Design dct_tp_pingpong, sky130hd; sources not shown.
==> images/class_map.png <==
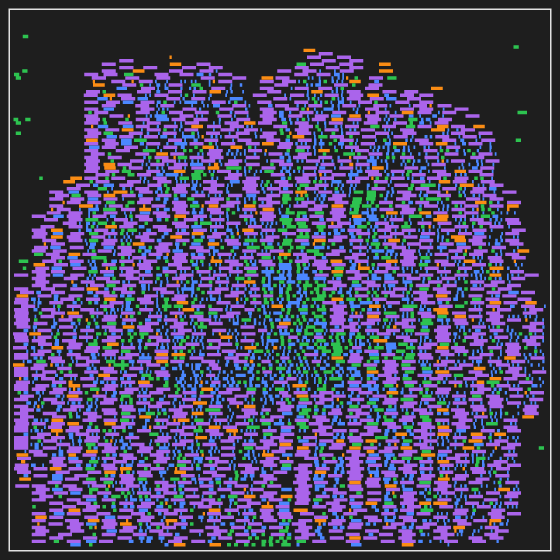
[remaining buffers and delay cells] green | cells: 810
[remaining logic cells] blue | cells: 2381
[registers] purple | cells: 1570
[clock drivers and dummy loads] orange | cells: 298
final core occ: 45.7%
Seq area share: 58.2%

==> images/route_heat.png <==
Scale bar: 100 µm. 21 x 21 tiles, from dark blue (low) to red (high), scaled to the fullest tile. Values are wire area over tile area, all layers added.
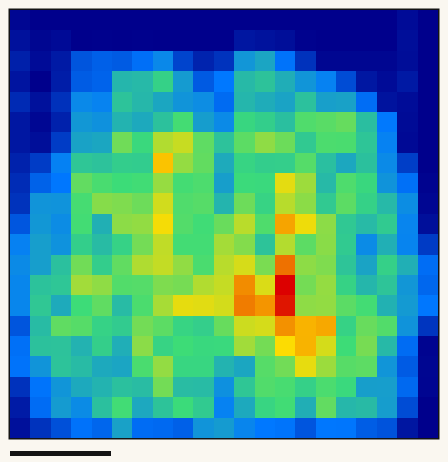
densest ninth of the die: centre
fullest tile: 0.59
mean over tiles: 0.21
tiles over half the peak: 30%
via count: 41600
drt total wl: 238000 µm
GRT Overall Usage: 25.7%

==> images/congestion_map.png <==
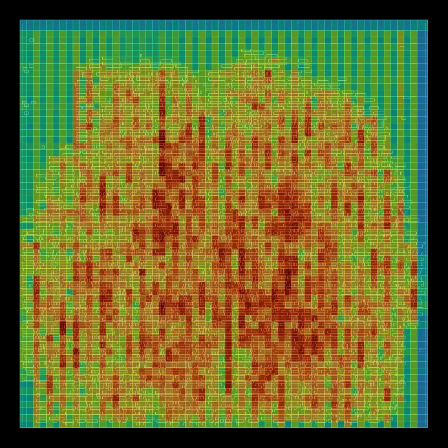
met3 Track Usage GR: 3.54%
grt met2 use: 43.8%

==> images/util_map.png <==
Scale bar: 100 µm. 21 x 21 tiles, from dark blue (low) to red (high), 0 to 100% covered.
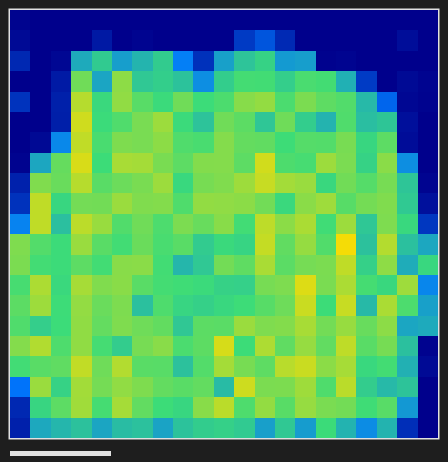
mean over tiles: 43%
fullest tile: 74%
nearly empty tiles: 14%
emptiest ninth of the die: north-east
core area: 0.176 mm²
Init Core Util: 35.2%

==> results.py <==
# Generated from Yosys and OpenROAD reports
metrics = {
    "run_status": {
        "status": "finished, violations left",
        "violations": "setup timing",
    },
    "clock_network": {
        "clk_latency_ns": 0.85,
        "root_buffer": "clkbuf_16",
        "clk_path_buf_depth": 3,
        "htreeDepth": 4,
        "clk_pin_slew_worst_paths_ns": 0.06,
        "cts_inserted_buffers": 166,
        "cts_sinks": 1570,
    },
    "pwr": {
        "p_sw_mw": 12.1,
        "top_power_group": "registers",
        "p_seq_mw": 25.6,
        "clock_net_power_mw": 21.9,
        "p_int_mw": 39.1,
        "p_clk_share_pct": 42.8,
        "comb_power_mw": 3.60,
        "switching_share_pct": 23.6,
        "seqPwrFrac_pct": 50.2,
        "p_per_area_mw_per_mm2": 636,
    },
    "critical_path": {
        "slowest_delay_ns": 0.49,
        "path_depth": 15,
        "rr_worst_depth": 15,
        "crit_path_end_kind": "flip-flop",
        "critPathTopFamily": "buffers and inverters",
        "criticalPathCategory": "reg -> reg",
        "rrSetupSlack_ns": -0.80,
        "critical_path_buf_inv_count": 7,
        "startpoint_type": "flip-flop",
        "crit_chain": "buf_6 > and3_4 > xor2_4 > o21ai_4 > buf_12 > buf_6 > buf_12 > buf_16 > clkbuf_16 > buf_4 > mux4_2 > a21oi_1 > a21oi_1 > nor4_1 > nor4_1",
        "arrival_ns": 4.20,
    },
    "flow_run": {
        "drv_cap": 0,
        "tool_warnings": 31,
    },
    "routing": {
        "drcViolationCount": 0,
        "wl_met1_um": 96600,
        "routed-wl-met3_um": 13700,
        "routed-wl-met2_um": 118000,
        "drtPass1Iterations": 5,
        "drt_iter0_drc": 4084,
        "drtAntennaViolNets": 0,
        "wire_per_inst_um": 32.2,
        "viasPerCell": 5.62,
    },
    "sta": {
        "period_minus_slack_ns": 3.62,
        "tns_ns": -9.60,
        "max_freq_mhz": 277,
        "setup_violations": 72,
        "hold_violations": 0,
        "relSlewSlack_pct": 43.2,
        "worst_slack_ns": -0.795,
        "tightest_slew_ns": 0.844,
        "finalMaxSlewViolations": 0,
    },
    "synthesis": {
        "most_common_cell": "edfxtp_1",
        "flop_cell": "edfxtp_1",
        "synth_cell_type_count": 61,
        "syn_nets": 4227,
        "top_area_share_pct": 74.4,
        "numSynthFlops": 1570,
        "yosysTopAreaCell": "edfxtp_1",
        "ys_warn_count": 0,
        "synthTopCellsByArea": "edfxtp_1 (74%), nand2_1 (5.4%), mux2i_1 (3.6%)",
        "ys_top_cells_by_count": "edfxtp_1 (1536), nand2_1 (896), a21oi_1 (419), mux2i_1 (220), nor2_1 (214)",
        "syn_inst": 4207,
        "syn_area_mm2": 0.0620,
        "synthArstFlopShare_pct": 0,
        "yosysChipArea_mm2": 0.0620,
        "yosys_cells": 4207,
    },
    "worst_hold_path": {
        "hold_class": "in -> reg",
        "hold_depth": 1,
    },
    "finish": {
        "fillCellCount": 16600,
        "largest_reg_flops": 1536,
        "signal_buffers": 810,
        "comb_share_pct": 20.0,
        "layout_top_cell": "edfxtp_1",
        "stdcell_count": 7404,
        "final_cell_mix": "edfxtp_1 (1536), nand2_1 (893), buf_4 (529)",
        "clock_area_share_pct": 6.57,
        "fin_area_mm2": 0.0805,
        "combGateArea_mm2": 0.0161,
        "clkbuf_count": 204,
        "diodes": 5,
        "largest_cell_class": "sequential cells",
        "logic_gates": 2375,
        "nNetsFinal": 4949,
    },
    "grt": {
        "use_met1_pct": 33.5,
        "grt_overflow": 0,
        "grt_max_degree": 66,
        "grt_pass1_vias": 45000,
        "top_usage_layer": "met2",
        "antenna_found_initial": 8,
        "grt_pass1_wl_um": 335000,
    },
    "floorplan": {
        "die.size.y_um": 425,
        "fp-row-count": 154,
        "dieArea_mm2": 0.180,
        "io_pins": 32,
    },
    "placement": {
        "place_ws_ns": -1.71,
        "post-place-cells": 7031,
        "place_congestion": 0.870,
    },
}
[logic make-up after synthesis]
kind of cell / Yosys count / share of synthesized area (%)
and+or+nand+nor: 1338 / 8.96
muxes: 295 / 6.03
xor gates and xnor gates: 14 / 0.234
AOI/OAI and AO/OA: 725 / 6.99
adders and majority gates: 3 / 0.0606
buffers and inverters: 262 / 2.20
DFF: 1570 / 75.5
[timing repair]
item	in CTS	in global routing
hold buffers	1	0
setup endpoints to repair	1220	18
resized	293	166
endpoints found under the hold margin	14	0
setup buffers	34	22
pin swaps	33	66
gates cloned	15	5
No activity file was given, so power comes from the tool's default toggle rates.
